$ cat src/rtl/int_arb_pkg.sv
// Shared types and constants for the interrupt arbiter.
// The INT_ARB_RR_EN macro switches selection from fixed priority to round-robin.
package int_arb_pkg;

  localparam int NUM_SRC_MAX = 8;

  // Smallest width able to hold an id in 0..n-1 (at least 1 bit).
  function automatic int id_width(input int n);
    int w;
    w = 1;
    while ((1 << w) < n) w++;
    return w;
  endfunction

  localparam int ID_W_MAX = id_width(NUM_SRC_MAX);

  // Folds an index in 0..2n-1 back into 0..n-1.
  function automatic int wrap_idx(input int i, input int n);
    return (i >= n) ? (i - n) : i;
  endfunction

  typedef enum logic [1:0] {
    IDLE    = 2'd0,
    REQ     = 2'd1,
    ACKED   = 2'd2,
    SERVICE = 2'd3
  } arb_state_e;

endpackage

$ cat src/rtl/int_prio_picker.sv
// Combinational picker over a request vector.
// Fixed lowest-index priority by default; round-robin from start_i when INT_ARB_RR_EN is defined.
module int_prio_picker
  import int_arb_pkg::*;
#(
  parameter int NUM_SRC = 4,
  parameter int ID_W    = 2
) (
  input  logic [NUM_SRC-1:0] req_i,
  input  logic [ID_W-1:0]    start_i,
  output logic               any_valid_o,
  output logic [ID_W-1:0]    id_o
);

  assign any_valid_o = |req_i;

`ifdef INT_ARB_RR_EN
  // Scan from the farthest offset down so the nearest requester after start_i wins.
  always_comb begin
    // NOTE: default first so every path assigns id_o and no latch is inferred.
    id_o = '0;
    for (int k = NUM_SRC - 1; k >= 0; k--) begin
      if (req_i[wrap_idx(int'(start_i) + k, NUM_SRC)]) begin
        id_o = ID_W'(wrap_idx(int'(start_i) + k, NUM_SRC));
      end
    end
  end
`else
  logic unused_start;
  assign unused_start = ^start_i;

  always_comb begin
    id_o = '0;
    for (int k = NUM_SRC - 1; k >= 0; k--) begin
      if (req_i[k]) id_o = ID_W'(k);
    end
  end
`endif

endmodule

$ cat src/rtl/int_arbiter.sv
// Arbitrates NUM_SRC edge-triggered interrupt sources onto one ICU request/ack handshake.
// Define INT_ARB_RR_EN for round-robin selection; otherwise lowest index wins.
module int_arbiter
  import int_arb_pkg::*;
#(
  parameter int          NUM_SRC    = 4,
  parameter int          ID_W       = 2,
  parameter logic [31:0] VEC_BASE   = 32'h0000_0000,
  parameter logic [31:0] VEC_STRIDE = 32'h0000_0010
) (
  input  logic               clk,
  input  logic               reset,
  input  logic               enable,
  input  logic [NUM_SRC-1:0] irq_in,
  input  logic [NUM_SRC-1:0] irq_mask,
  input  logic               icu_ack,
  input  logic               eoi,
  output logic               int_flag,
  output logic [31:0]        vector_pc,
  output logic [ID_W-1:0]    active_id,
  output logic               in_service,
  output logic [NUM_SRC-1:0] pending
);

  arb_state_e         state_q;
  logic [NUM_SRC-1:0] irq_q;
  logic [NUM_SRC-1:0] pending_q, pending_d;
  logic [NUM_SRC-1:0] edge_set, grant_clr;
  logic               int_flag_q, in_service_q, eoi_seen_q;
  logic [ID_W-1:0]    active_id_q;
  logic [31:0]        vector_pc_q;
  logic               any_valid;
  logic [ID_W-1:0]    pick_id, start_ptr;
  logic [31:0]        pick_pc;

  assign edge_set  = irq_in & ~irq_q;
  assign grant_clr = (state_q == REQ && icu_ack) ? (NUM_SRC'(1) << active_id_q) : '0;
  // A fresh edge on the bit being granted survives the clear.
  assign pending_d = (pending_q & ~grant_clr) | edge_set;
  assign pick_pc   = VEC_BASE + (32'(pick_id) * VEC_STRIDE);

`ifdef INT_ARB_RR_EN
  logic [ID_W-1:0] rr_ptr_q;
  logic [ID_W-1:0] rr_ptr_d;
  assign rr_ptr_d  = (active_id_q == ID_W'(NUM_SRC - 1)) ? '0 : active_id_q + 1'b1;
  assign start_ptr = rr_ptr_q;
`else
  assign start_ptr = '0;
`endif

  int_prio_picker #(
    .NUM_SRC(NUM_SRC),
    .ID_W   (ID_W)
  ) u_picker (
    .req_i      (pending_q & ~irq_mask),
    .start_i    (start_ptr),
    .any_valid_o(any_valid),
    .id_o       (pick_id)
  );

  // NOTE: sequential state uses non-blocking assignments so every register samples pre-edge values.
  always_ff @(posedge clk or negedge reset) begin
    if (!reset) begin
      state_q      <= IDLE;
      irq_q        <= '0;
      pending_q    <= '0;
      int_flag_q   <= 1'b0;
      in_service_q <= 1'b0;
      eoi_seen_q   <= 1'b0;
      active_id_q  <= '0;
      vector_pc_q  <= VEC_BASE;
`ifdef INT_ARB_RR_EN
      rr_ptr_q     <= '0;
`endif
    end else begin
      irq_q     <= irq_in;
      pending_q <= pending_d;
      case (state_q)
        IDLE: begin
          int_flag_q   <= 1'b0;
          in_service_q <= 1'b0;
          eoi_seen_q   <= 1'b0;
          if (enable && any_valid) begin
            state_q      <= REQ;
            active_id_q  <= pick_id;
            vector_pc_q  <= pick_pc;
            int_flag_q   <= 1'b1;
            in_service_q <= 1'b1;
          end
        end
        REQ: begin
          if (icu_ack) begin
            state_q    <= ACKED;
            int_flag_q <= 1'b0;
            eoi_seen_q <= 1'b0;
`ifdef INT_ARB_RR_EN
            rr_ptr_q   <= rr_ptr_d;
`endif
          end
        end
        ACKED: begin
          // An early EOI is remembered so the handshake can finish straight to IDLE.
          if (!icu_ack) begin
            eoi_seen_q <= 1'b0;
            if (eoi_seen_q || eoi) begin
              state_q      <= IDLE;
              in_service_q <= 1'b0;
            end else begin
              state_q <= SERVICE;
            end
          end else if (eoi) begin
            eoi_seen_q <= 1'b1;
          end
        end
        SERVICE: begin
          if (eoi) begin
            state_q      <= IDLE;
            in_service_q <= 1'b0;
          end
        end
        default: begin
          state_q      <= IDLE;
          int_flag_q   <= 1'b0;
          in_service_q <= 1'b0;
          eoi_seen_q   <= 1'b0;
        end
      endcase
    end
  end

  assign int_flag   = int_flag_q;
  assign in_service = in_service_q;
  assign active_id  = active_id_q;
  assign vector_pc  = vector_pc_q;
  assign pending    = pending_q;

endmodule

$ cat config.mk
export PLATFORM = sky130hd
export DESIGN_NAME = int_arbiter
export DESIGN_NICKNAME = d
export VERILOG_FILES = /design/src/rtl/int_arb_pkg.sv /design/src/rtl/int_prio_picker.sv /design/src/rtl/int_arbiter.sv
export SDC_FILE = /design/constraint.sdc
export NUM_CORES = 1
export LEC_CHECK = 0
export CAP_MARGIN = 20
export CELL_PAD_IN_SITES_DETAIL_PLACEMENT = 2
export CELL_PAD_IN_SITES_GLOBAL_PLACEMENT = 2
export CORE_AREA = 2 2 72 67
export CTS_BUF_LIST = sky130_fd_sc_hd__clkbuf_4 sky130_fd_sc_hd__clkbuf_8 sky130_fd_sc_hd__clkbuf_16
export DETAILED_ROUTE_END_ITERATION = 16
export DIE_AREA = 0 0 74 69
export GPL_ROUTABILITY_DRIVEN = 0
export GPL_TIMING_DRIVEN = 0
export PLACE_DENSITY = 0.92
export SYNTH_ARGS = -nofsm -noshare
export SYNTH_HDL_FRONTEND = slang
export SYNTH_SLANG_ARGS = --single-unit
$ cat constraint.sdc
create_clock -name clk -period 2.5 [get_ports clk]
set_clock_uncertainty 0.2 [all_clocks]
set_input_delay 0.5 -clock clk [delete_from_list [all_inputs] [get_ports clk]]
set_output_delay 0.5 -clock clk [all_outputs]
set_load 0.1 [all_outputs]
==> impl_metrics.ini, run 1 <==
; synthesis and place-and-route metrics
[run_status]
status = finished, final reports clean

[drt]
post-route-drc-count = 0
routed_via_density = 3.69
antenna_left = 0
wl_met2_um = 1280
drt-met1-wl_um = 937

[worst_setup_path]
end_kind = output pin
arrival_ps = 1750
worstSetupPathType = flop to output pin
critPathMaxFanout = 2

[yosys]
synth_flops = 15
syn_inst = 102
mux_share = 0.0109
yosysChipArea_um2 = 920
synth-edff-count = 0
flop_cell = dfrtp_1
topCombFamilyByArea = buffers and inverters
aoi_share = 0.150

[sta]
setup_viol = 0
fmax_mhz = 408
slew_viol_final = 0
min_period_ps = 2450
finalClockPeriodUsage = 0.981
hold_viol_final = 0

[clocking]
post_cts_resized = 7
cts_buffer_depth = 2
numCtsBuffers = 3

[grt]
met1_usage = 0.107
gr-usage-met3 = 0.0205

[finish]
syn_to_final_growth_pct = 47.5
inverters = 8
flop_area_um2 = 375
fillers = 511
num-nonclk-buffers = 54

[pwr]
power.leakage_nw = 0.697
p_total_mw = 1.76

[place]
dp_slack_ps = 98.4
-- run 1: report_power, final --
part | switching, mW | internal, mW
clock network | 0.0985 | 0.111
registers | 0.105 | 0.321
logic | 0.893 | 0.234
-- run 1: registers in the layout, indices dropped and copies added (netlist names) --
register    cells
eoi_seen_q      1
in_service      1
int_flag        1
irq_q           4
pending         4
state_q         2
vector_pc       2
-- run 1: path summary, 6_finish.rpt --
check | startpoint | endpoint | slack [ps] | depth (start not counted)
min in group asynchronous | reset | pending[1] | 460 | 1
min | irq_q[0] | pending[0] | 220 | 1
max reg2reg | state_q[0] | pending[3] | 1010 | 4
max in group asynchronous | reset | irq_q[3] | 1190 | 1
min reg2reg | irq_q[0] | pending[0] | 220 | 1
max | in_service | in_service | 50 | 1
Run 1, clock distribution:
(8 px per um)
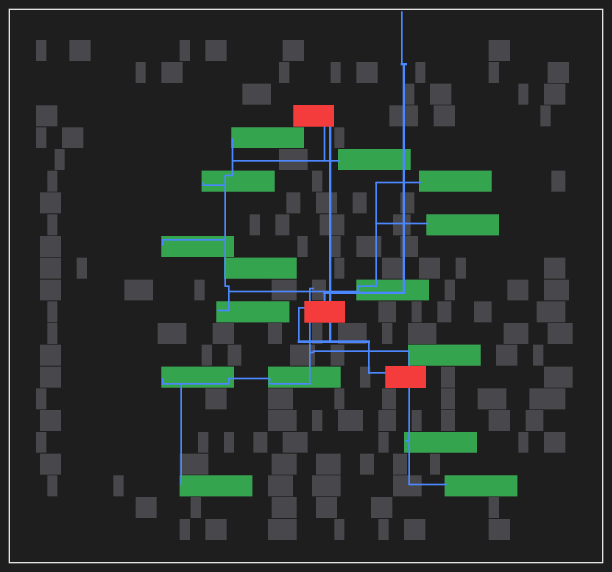
legend:
  blue:
    item: clock wires
    length: 288 um
  red:
    item: cells driving clock nets
    count: 3
  green:
    item: flip-flops
    count: 15
routed clock nets: 4
Clk pwr share: 0.119
clock-net power: 209 uW

Run 1, metal 2:
(4 px per um)
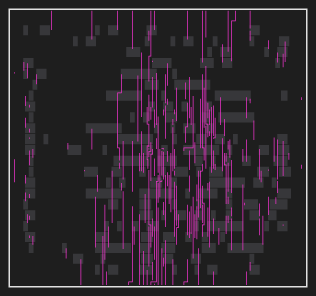
share of all routed wire: 52%
main direction: vertical
wire length on this layer: 1280 um
longest straight run: 25.2 um
final WL: 2440 um
vias: 804

Run 1, pin placement:
(4 px per um) Pins as bars across the die edge, other pins in gray.
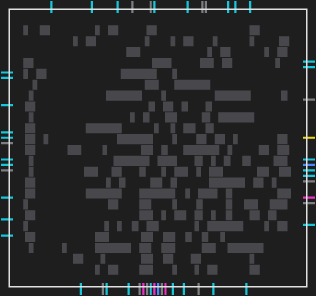
legend:
  cyan:
    port: vector_pc
    pins: 32
    direction: output
    edge: 10 left, 8 top, 8 bottom, 6 right
  blue:
    port: active_id
    pins: 2
    direction: output
    edge: 1 bottom, 1 right
  yellow:
    port: enable
    pins: 1
    direction: input
    edge: right
  magenta:
    port: pending
    pins: 4
    direction: output
    edge: 3 bottom, 1 right
all pins by edge: 17 bottom, 12 right, 12 top, 12 left
chip height: 69 um
PortBufs: 21
Die W: 74 um

Run 1, cell classes on the final placement:
(4 px per um) Fill, decap, tap and diode cells in gray.
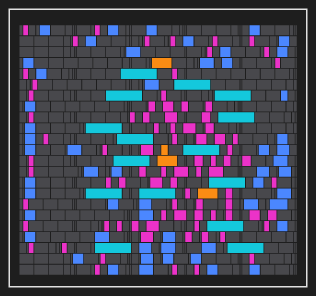
legend:
  orange:
    class: clock drivers and dummy loads
    cells: 4
    share_of_their_area: 3.6%
  blue:
    class: other buffers and delay cells
    cells: 54
    share_of_their_area: 35%
  magenta:
    class: all other logic
    cells: 83
    share_of_their_area: 32%
  cyan:
    class: flip-flops
    cells: 15
    share_of_their_area: 29%
Core ar.: 4350 um2
cell area after layout: 1360 um2
register fraction of the total cell area: 0.277
num rows: 23

==> inputs of run 2 (changes only) <==
==> constraint.sdc (replaced) <==
create_clock -name clk -period 2.5 [get_ports clk]
set_clock_uncertainty 0.2 [all_clocks]
set_input_delay 0.375 -clock clk [delete_from_list [all_inputs] [get_ports clk]]
set_output_delay 0.375 -clock clk [all_outputs]
set_load 0.1 [all_outputs]
Run 2, cell classes on the final placement:
(4 px per um) Fill, decap, tap and diode cells in gray.
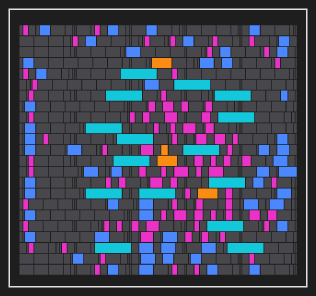
legend:
  cyan:
    class: flip-flops
    cells: 15
    share_of_their_area: 29%
  magenta:
    class: all other logic
    cells: 83
    share_of_their_area: 32%
  orange:
    class: clock drivers and dummy loads
    cells: 4
    share_of_their_area: 3.6%
  blue:
    class: other buffers and delay cells
    cells: 54
    share_of_their_area: 35%

Run 2, pin placement:
(4 px per um) Pins as bars across the die edge, other pins in gray.
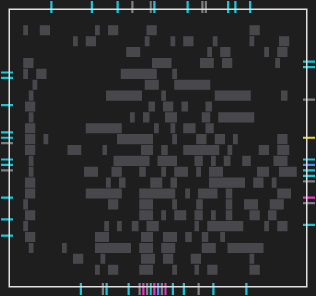
legend:
  cyan:
    port: vector_pc
    pins: 32
    direction: output
    edge: 10 left, 8 top, 8 bottom, 6 right
  blue:
    port: active_id
    pins: 2
    direction: output
    edge: 1 bottom, 1 right
  yellow:
    port: enable
    pins: 1
    direction: input
    edge: right
  magenta:
    port: pending
    pins: 4
    direction: output
    edge: 3 bottom, 1 right

Run 2, clock distribution:
(8 px per um)
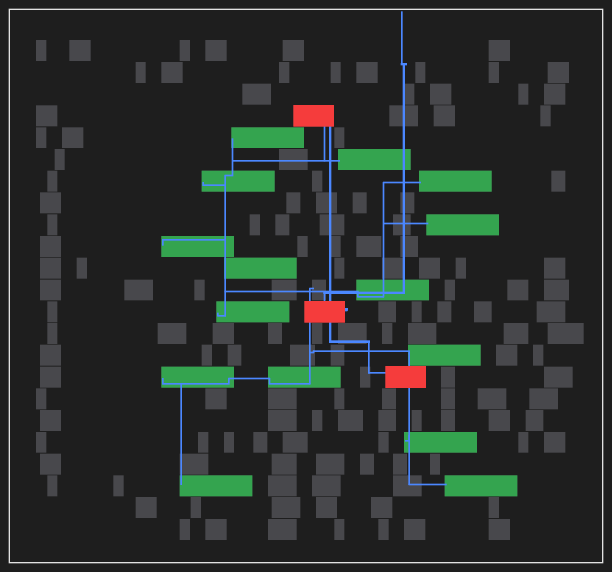
legend:
  green:
    item: flip-flops
    count: 15
  red:
    item: cells driving clock nets
    count: 3
  blue:
    item: clock wires
    length: 278 um
routed clock nets: 4

==> run 2 against run 1 <==
Cell count is the same. Global-route usage is the same. Register-to-register slack barely moved. Worst setup slack better by 19 ps. Synthesized cell count did not move. Largest cell class unchanged. Flip-flop count unchanged. Critical path type unchanged. Highest routed layer unchanged.
==> impl_metrics.ini, run 2 <==
; synthesis and place-and-route metrics
[run_status]
status = finished, final reports clean

[yosys]
syn_inst = 102
synth_flops = 15

[worst_setup_path]
r2r_slack_ps = 1020
rr_endpoint = pending[3]
reg2regPathDepth = 4
path_depth = 1
cp-endpoint = active_id[0]
reg2reg_from = state_q[0]

[pwr]
power.leakage_nw = 0.705
combPwrFrac = 0.646
p_clk_uw = 207
p_int_uw = 690
power-top-group = combinational logic

[clocking]
cts_buffer_depth = 2

[finish]
flop_area_um2 = 375
syn_to_final_growth_pct = 48.2

[min_path]
hold_start = irq_q[0]

[sta]
hold_viol_final = 0
finalClockPeriodUsage = 0.973
slew_viol_final = 0

[drt]
vias = 803
wirelength_um = 2420
routed_via_density = 3.68

[place]
dp_slack_ps = 223
## run 2: cell counts after synthesis
No cell type changed its count.
## run 2: per-layer routing
layer,global-route usage,vias to the layer above,share of wire
met5,0,-,0
met3,0.0205,5,0.065
met4,0.0606,0,0.024
met1,0.108,386,0.38
met2,0.166,29,0.53
li1,-,383,-
## run 2: cells by family after synthesis
group                  count (synthesis)  synth area share
AOI/OAI and AO/OA                     22             0.150
muxes                                  1            0.0109
other                                  1           0.00408
buffers and inverters                 41             0.299
DFF                                   15             0.408
and+or+nand+nor                       22             0.128
## run 2: layout make-up
type | count | share of cell area
well taps | 62 | 0.0569
inverters | 8 | 0.0220
clock buffers | 3 | 0.0303
clock inverters | 1 | 0.00367
flip-flops and latches | 15 | 0.275
multi-input cells | 75 | 0.277
plain buffers | 33 | 0.180
repair buffers | 21 | 0.154
Power figures rest on the tool's default switching activity, not on a simulated workload.
